clocks.png
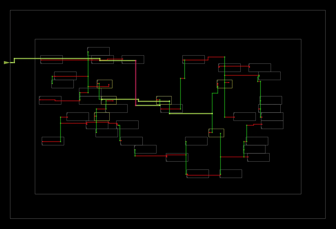
clk_routes.png
Drawn at 4 px/um.
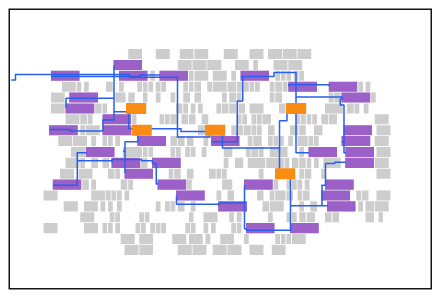
wires.png
Drawn at 3 px/um. Two of the layers only.
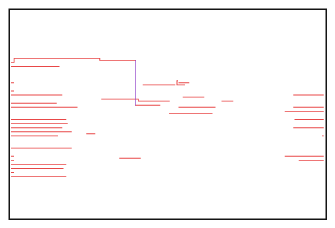
io_placement.png
Drawn at 4 px/um. Pins as bars across the die edge, other pins in gray.
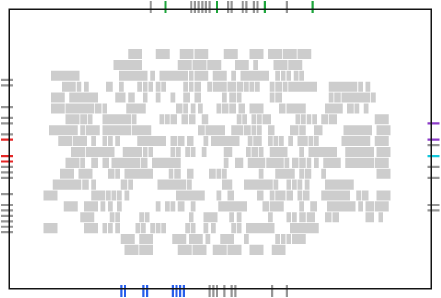
File: src/rtl/snoop_bus_arbiter_if.sv
// Bus bundle between the snoop arbiter, the per-CPU cache controllers and main memory.
// The arbiter uses the master modport; caches and memory use the slave modport.
interface snoop_bus_arbiter_if #(
    parameter int unsigned N_REQ  = 2,
    parameter int unsigned ADDR_W = 3,
    parameter int unsigned DATA_W = 4
);
    localparam int unsigned SRC_W = (N_REQ > 1) ? $clog2(N_REQ) : 1;

    logic [N_REQ-1:0]        req;
    logic [2*N_REQ-1:0]      op;
    logic [ADDR_W*N_REQ-1:0] addr;
    logic [DATA_W*N_REQ-1:0] wdata;
    logic [N_REQ-1:0]        grant;
    logic [N_REQ-1:0]        done;
    logic [DATA_W-1:0]       rdata;
    logic                    bus_valid;
    logic [1:0]              bus_op;
    logic [ADDR_W-1:0]       bus_addr;
    logic [SRC_W-1:0]        bus_src;
    logic [N_REQ-1:0]        snoop_dirty;
    logic [DATA_W*N_REQ-1:0] snoop_data;
    logic                    mem_rd;
    logic                    mem_wr;
    logic [ADDR_W-1:0]       mem_addr;
    logic [DATA_W-1:0]       mem_wdata;
    logic [DATA_W-1:0]       mem_rdata;
    logic                    busy;

    modport master (
        input  req, op, addr, wdata, snoop_dirty, snoop_data, mem_rdata,
        output grant, done, rdata, bus_valid, bus_op, bus_addr, bus_src,
               mem_rd, mem_wr, mem_addr, mem_wdata, busy
    );

    modport slave (
        output req, op, addr, wdata, snoop_dirty, snoop_data, mem_rdata,
        input  grant, done, rdata, bus_valid, bus_op, bus_addr, bus_src,
               mem_rd, mem_wr, mem_addr, mem_wdata, busy
    );
endinterface

File: src/rtl/snoop_bus_arbiter.sv
// Round-robin arbiter and sequencer for a shared snooping bus: grant, broadcast,
// then take the block from a dirty snooper (flushing it to memory) or from memory.
module snoop_bus_arbiter #(
    parameter int unsigned N_REQ   = 2,
    parameter int unsigned ADDR_W  = 3,
    parameter int unsigned DATA_W  = 4,
    parameter int unsigned MEM_LAT = 2
) (
    input  logic                clock,
    input  logic                resetn,
    snoop_bus_arbiter_if.master bus
);
    localparam int unsigned SRC_W = (N_REQ > 1) ? $clog2(N_REQ) : 1;
    localparam int unsigned CNT_W = (MEM_LAT > 1) ? $clog2(MEM_LAT + 1) : 1;

    localparam logic [1:0] OP_INVAL = 2'b10;
    localparam logic [1:0] OP_WBACK = 2'b11;

    typedef enum logic [1:0] {S_IDLE, S_BCAST, S_MEM, S_DONE} state_t;

    state_t              state_q, state_d;
    logic [SRC_W-1:0]    rr_q, rr_d;
    logic [SRC_W-1:0]    src_q, src_d;
    logic [1:0]          op_q, op_d;
    logic [ADDR_W-1:0]   addr_q, addr_d;
    logic [DATA_W-1:0]   wdata_q, wdata_d;
    logic [CNT_W-1:0]    cnt_q, cnt_d;
    logic [N_REQ-1:0]    grant_q, grant_d;
    logic [N_REQ-1:0]    done_q, done_d;
    logic [DATA_W-1:0]   rdata_q, rdata_d;
    logic                bus_valid_q, bus_valid_d;
    logic                mem_rd_q, mem_rd_d;
    logic                mem_wr_q, mem_wr_d;
    logic [ADDR_W-1:0]   mem_addr_q, mem_addr_d;
    logic [DATA_W-1:0]   mem_wdata_q, mem_wdata_d;
    logic                busy_q, busy_d;

    logic                win_found;
    logic [SRC_W-1:0]    win_idx;
    logic [SRC_W-1:0]    cand;
    logic [N_REQ-1:0]    dirty_masked;
    logic                dirty_found;
    logic [DATA_W-1:0]   dirty_data;

    // Round-robin winner: first asserted request scanning upward from the pointer
    always_comb begin
        win_found = 1'b0;
        win_idx   = '0;
        cand      = '0;
        for (int i = 0; i < N_REQ; i++) begin
            cand = SRC_W'((32'(rr_q) + 32'(i)) % N_REQ);
            if (!win_found && bus.req[cand]) begin
                win_found = 1'b1;
                win_idx   = cand;
            end
        end
    end

    // Lowest-index dirty snooper, ignoring the bus owner's own line
    always_comb begin
        dirty_masked = bus.snoop_dirty & ~grant_q;
        dirty_found  = 1'b0;
        dirty_data   = '0;
        for (int i = 0; i < N_REQ; i++) begin
            if (!dirty_found && dirty_masked[i]) begin
                dirty_found = 1'b1;
                dirty_data  = bus.snoop_data[i*DATA_W +: DATA_W];
            end
        end
    end

    always_comb begin
        state_d     = state_q;
        rr_d        = rr_q;
        src_d       = src_q;
        op_d        = op_q;
        addr_d      = addr_q;
        wdata_d     = wdata_q;
        cnt_d       = cnt_q;
        grant_d     = grant_q;
        done_d      = '0;
        rdata_d     = rdata_q;
        bus_valid_d = 1'b0;
        mem_rd_d    = 1'b0;
        mem_wr_d    = 1'b0;
        mem_addr_d  = mem_addr_q;
        mem_wdata_d = mem_wdata_q;

        unique case (state_q)
            S_IDLE: begin
                if (win_found) begin
                    state_d     = S_BCAST;
                    src_d       = win_idx;
                    op_d        = bus.op[32'(win_idx)*2 +: 2];
                    addr_d      = bus.addr[32'(win_idx)*ADDR_W +: ADDR_W];
                    wdata_d     = bus.wdata[32'(win_idx)*DATA_W +: DATA_W];
                    grant_d     = N_REQ'(1) << win_idx;
                    bus_valid_d = 1'b1;
                end
            end
            S_BCAST: begin
                if (op_q == OP_INVAL) begin
                    state_d = S_DONE;
                    done_d  = grant_q;
                end else if (op_q == OP_WBACK) begin
                    state_d     = S_MEM;
                    cnt_d       = CNT_W'(MEM_LAT - 1);
                    mem_wr_d    = 1'b1;
                    mem_addr_d  = addr_q;
                    mem_wdata_d = wdata_q;
                end else if (dirty_found) begin
                    // Cache-to-cache fill; the dirty copy is flushed to memory alongside done
                    state_d     = S_DONE;
                    done_d      = grant_q;
                    rdata_d     = dirty_data;
                    mem_wr_d    = 1'b1;
                    mem_addr_d  = addr_q;
                    mem_wdata_d = dirty_data;
                end else begin
                    state_d    = S_MEM;
                    cnt_d      = CNT_W'(MEM_LAT - 1);
                    mem_rd_d   = 1'b1;
                    mem_addr_d = addr_q;
                end
            end
            S_MEM: begin
                if (cnt_q == '0) begin
                    state_d = S_DONE;
                    done_d  = grant_q;
                    if (!op_q[1]) begin
                        rdata_d = bus.mem_rdata;
                    end
                end else begin
                    cnt_d = cnt_q - 1'b1;
                end
            end
            S_DONE: begin
                state_d = S_IDLE;
                grant_d = '0;
                rr_d    = (src_q == SRC_W'(N_REQ - 1)) ? '0 : src_q + 1'b1;
            end
            default: state_d = S_IDLE;
        endcase

        busy_d = (state_d != S_IDLE);
    end

    always_ff @(posedge clock) begin
        if (!resetn) begin
            state_q     <= S_IDLE;
            rr_q        <= '0;
            src_q       <= '0;
            op_q        <= '0;
            addr_q      <= '0;
            wdata_q     <= '0;
            cnt_q       <= '0;
            grant_q     <= '0;
            done_q      <= '0;
            rdata_q     <= '0;
            bus_valid_q <= 1'b0;
            mem_rd_q    <= 1'b0;
            mem_wr_q    <= 1'b0;
            mem_addr_q  <= '0;
            mem_wdata_q <= '0;
            busy_q      <= 1'b0;
        end else begin
            state_q     <= state_d;
            rr_q        <= rr_d;
            src_q       <= src_d;
            op_q        <= op_d;
            addr_q      <= addr_d;
            wdata_q     <= wdata_d;
            cnt_q       <= cnt_d;
            grant_q     <= grant_d;
            done_q      <= done_d;
            rdata_q     <= rdata_d;
            bus_valid_q <= bus_valid_d;
            mem_rd_q    <= mem_rd_d;
            mem_wr_q    <= mem_wr_d;
            mem_addr_q  <= mem_addr_d;
            mem_wdata_q <= mem_wdata_d;
            busy_q      <= busy_d;
        end
    end

    assign bus.grant     = grant_q;
    assign bus.done      = done_q;
    assign bus.rdata     = rdata_q;
    assign bus.bus_valid = bus_valid_q;
    assign bus.bus_op    = op_q;
    assign bus.bus_addr  = addr_q;
    assign bus.bus_src   = src_q;
    assign bus.mem_rd    = mem_rd_q;
    assign bus.mem_wr    = mem_wr_q;
    assign bus.mem_addr  = mem_addr_q;
    assign bus.mem_wdata = mem_wdata_q;
    assign bus.busy      = busy_q;
endmodule

File: src/flat_wrapper.sv
// flat-port wrapper written by rule: the top's interface ports become plain ports
module snoop_bus_arbiter_flat 
#(
    parameter int unsigned N_REQ   = 2,
    parameter int unsigned ADDR_W  = 3,
    parameter int unsigned DATA_W  = 4,
    parameter int unsigned MEM_LAT = 2
)
  (clock, resetn, bus_req, bus_op, bus_addr, bus_wdata, bus_snoop_dirty, bus_snoop_data, bus_mem_rdata, bus_grant, bus_done, bus_rdata, bus_bus_valid, bus_bus_op, bus_bus_addr, bus_bus_src, bus_mem_rd, bus_mem_wr, bus_mem_addr, bus_mem_wdata, bus_busy);
  snoop_bus_arbiter_if #(.N_REQ(N_REQ), .ADDR_W(ADDR_W), .DATA_W(DATA_W)) bus_i ();
  input  logic clock;
  input  logic resetn;
  input wire logic [$bits(bus_i.req)-1:0] bus_req;
  input wire logic [$bits(bus_i.op)-1:0] bus_op;
  input wire logic [$bits(bus_i.addr)-1:0] bus_addr;
  input wire logic [$bits(bus_i.wdata)-1:0] bus_wdata;
  input wire logic [$bits(bus_i.snoop_dirty)-1:0] bus_snoop_dirty;
  input wire logic [$bits(bus_i.snoop_data)-1:0] bus_snoop_data;
  input wire logic [$bits(bus_i.mem_rdata)-1:0] bus_mem_rdata;
  output wire logic [$bits(bus_i.grant)-1:0] bus_grant;
  output wire logic [$bits(bus_i.done)-1:0] bus_done;
  output wire logic [$bits(bus_i.rdata)-1:0] bus_rdata;
  output wire logic [$bits(bus_i.bus_valid)-1:0] bus_bus_valid;
  output wire logic [$bits(bus_i.bus_op)-1:0] bus_bus_op;
  output wire logic [$bits(bus_i.bus_addr)-1:0] bus_bus_addr;
  output wire logic [$bits(bus_i.bus_src)-1:0] bus_bus_src;
  output wire logic [$bits(bus_i.mem_rd)-1:0] bus_mem_rd;
  output wire logic [$bits(bus_i.mem_wr)-1:0] bus_mem_wr;
  output wire logic [$bits(bus_i.mem_addr)-1:0] bus_mem_addr;
  output wire logic [$bits(bus_i.mem_wdata)-1:0] bus_mem_wdata;
  output wire logic [$bits(bus_i.busy)-1:0] bus_busy;
  assign bus_i.req = bus_req;
  assign bus_i.op = bus_op;
  assign bus_i.addr = bus_addr;
  assign bus_i.wdata = bus_wdata;
  assign bus_i.snoop_dirty = bus_snoop_dirty;
  assign bus_i.snoop_data = bus_snoop_data;
  assign bus_i.mem_rdata = bus_mem_rdata;
  assign bus_grant = bus_i.grant;
  assign bus_done = bus_i.done;
  assign bus_rdata = bus_i.rdata;
  assign bus_bus_valid = bus_i.bus_valid;
  assign bus_bus_op = bus_i.bus_op;
  assign bus_bus_addr = bus_i.bus_addr;
  assign bus_bus_src = bus_i.bus_src;
  assign bus_mem_rd = bus_i.mem_rd;
  assign bus_mem_wr = bus_i.mem_wr;
  assign bus_mem_addr = bus_i.mem_addr;
  assign bus_mem_wdata = bus_i.mem_wdata;
  assign bus_busy = bus_i.busy;
  snoop_bus_arbiter #(.N_REQ(N_REQ), .ADDR_W(ADDR_W), .DATA_W(DATA_W), .MEM_LAT(MEM_LAT)) u_core (.clock(clock), .resetn(resetn), .bus(bus_i));
endmodule
File: config.mk
export PLATFORM = sky130hd
export DESIGN_NAME = snoop_bus_arbiter_flat
export DESIGN_NICKNAME = d
export VERILOG_FILES = /design/src/rtl/snoop_bus_arbiter_if.sv /design/src/rtl/snoop_bus_arbiter.sv /design/src/flat_wrapper.sv
export SDC_FILE = /design/constraint.sdc
export NUM_CORES = 1
export LEC_CHECK = 0
export ABC_AREA = 1
export CORE_ASPECT_RATIO = 0.6
export CORE_MARGIN = 8
export CORE_UTILIZATION = 36
export CTS_BUF_LIST = sky130_fd_sc_hd__clkbuf_8
export DETAILED_ROUTE_END_ITERATION = 16
export PLACE_DENSITY = 0.63
export SYNTH_ARGS = -nofsm -noshare
export SYNTH_HDL_FRONTEND = slang
export SYNTH_SLANG_ARGS = --single-unit
File: constraint.sdc
create_clock -name clock -period 2.4 [get_ports clock]
set_input_delay 0.72 -clock clock [delete_from_list [all_inputs] [get_ports clock]]
set_output_delay 0.72 -clock clock [all_outputs]
set_load 0.01 [all_outputs]
==> out/summary.txt <==
Worst path bufs/invs: 1
Number of gates resized after CTS: 0
Final Non-Filler Cells: 385
Startpoint class of the critical path: register
Worst Skew: 0.00825 ns
OpenROAD warnings: 29
ANT cells: 0
Worst slew pin tran: 0.437 ns
Tap cell count: 63
Clk buf depth: 2
Core area: 0.00459 mm2
Tot Pwr: 2.68 mW
Vias in the first global route: 1754
Signal buffers: 63
Port bufs: 60
Post-placement cell count: 379
HPWL Detailed: 3740 um
Met1 usage: 17.5%
Ys cells: 260
Combinational share of cell area: 35.5%
CP Capture Type: output pin
Cell type with the largest total area: dfxtp_1
Met1 wire length: 2400 um
Mux share: 0%
Boundary Pins: 61
Sequential cell count: 34
Slew Limit Fails: 0
Top Layout Cells: nand2_1, clkdlybuf4s50_1, nor2_1
Sequential power share: 33.5%
Post-synth area hogs: dfxtp_1, nand2_1, nor2_1, o21ai_0, nand3_1
Clk network pwr share: 15.6%
Leakage: 1.12 nW
Reg2reg setup slack: 0.61 ns
Clock buf/inv share: 3.38%
Inverters: 29
Gp weighted congestion: 0.797
Crit path largest cell delay: 0.60 ns
Grt met2 use: 18.3%
Status: finished, final reports clean
Syn Area/Cell: 6.60 um2
GRT Util Overall: 13.1%
Cell chain of the critical path: clkdlybuf4s50_1
Pwr Density: 1100 mW/mm2
Initial antenna violation count: 0
Seq/total area: 27.9%
WHS: 0.462 ns
Number of nets at floorplan: 301
Mapped Area: 0.00172 mm2
CTS tree: yes
YS warnings: 0
RSZ-0062 raised after global routing: no
Critical Path AT: 1.36 ns
Worst slack, placed: 0.319 ns
Hold-fix buffers, CTS: 0
Final Cell Area: 0.00244 mm2
Die W: 105 um
Die area: 0.00731 mm2
Row cnt: 19
Main logic family: simple AND/OR/NAND/NOR gates
Worst VDD drop: 630 uV
DRC: 0
Die height: 69.5 um
Pre-Place Util: 37.4%
Xor/xnor share: 0%
Final setup violation count: 0
Yosys chip area: 0.00172 mm2
Post-synth regs: 34
Final Worst Setup Slack: 0.317 ns
Switching pwr: 1.09 mW
Non-clock buffer share: 25.5%
Notes on clocks.png above:
TritonCTS Sinks: 34
Skew-Pair Late Insertion Delay: 0.28 ns
Clock buffer cells: 6

Notes on clk_routes.png above:
[clock drivers] orange | count: 5
[clock wires] blue | length: 464 um
[flip-flops] purple | count: 34
routed clock nets: 6

Notes on wires.png above:
| layer | color | wire length |
|---|---|---|
| metal 3 | red | 447 um |
| metal 4 | purple | 15.0 um |

Notes on io_placement.png above:
| port | color | pins | direction | edge |
|---|---|---|---|---|
| bus_mem_addr | red | 3 | output | west |
| bus_wdata | blue | 8 | input | south |
| bus_done | purple | 2 | output | east |
| bus_mem_rd | cyan | 1 | output | east |
| bus_rdata | green | 4 | output | north |
all pins by edge: 19 west, 18 north, 16 south, 8 east

-- synthesized netlist by cell type --
library cell	instances
ha_1	5
inv_1	24
buf_6	1
o21ai_0	19
o21ai_2	1
clkbuf_8	2
nor2_1	42
nor3_1	2
nand3_1	18
buf_4	1
clkbuf_1	1
nand3_2	1
a211oi_1	1
nor2_2	1
dfxtp_1	34
a21oi_1	15
nand2_1	75
inv_2	5
or2_1	2
buf_2	2
nand2_2	8
-- registers in the layout, summed over array words and instances, names as in the netlist --
register	count
u_core.bus.busy	1
u_core.bus.mem_rd	1
u_core.bus.mem_addr	3
u_core.bus.bus_valid	1
u_core.rr_q	1
u_core.bus.done	2
u_core.bus.bus_addr	3
u_core.bus.mem_wr	1
u_core.cnt_q	2
u_core.bus.bus_op	2
u_core.bus.rdata	4
u_core.bus.grant	2
u_core.state_q	2
u_core.bus.mem_wdata	4
u_core.bus.bus_src	1
u_core.wdata_q	4
-- power by group through the flow --
stage                     clock (mW)  combinational [mW]  sequential [mW]
after global routing           0.449                1.55            0.924
after floorplan                    0               0.798            0.952
after CTS                      0.422                1.37            0.898
after global placement             0                1.36            0.910
final                          0.417                1.37            0.899
after detailed placement           0                1.36            0.905
-- final timing paths --
kind,start,to,depth (start not counted)
worst min register to register,u_core.cnt_q[1],u_core.cnt_q[1],2
worst max-delay path,u_core.bus.bus_op[1],bus_bus_op[1],1
worst min-delay path,u_core.cnt_q[1],u_core.cnt_q[1],2
worst max register to register,u_core.state_q[0],u_core.bus.rdata[1],8
-- cells by family (layout without fill, tap and decap cells) --
group | Yosys count | in the layout
simple gates | 149 | 149
compound gates | 36 | 36
buf+inv | 36 | 98
flops | 34 | 34
fa+ha+maj | 5 | 5
Power figures rest on the tool's default switching activity, not on a simulated workload.
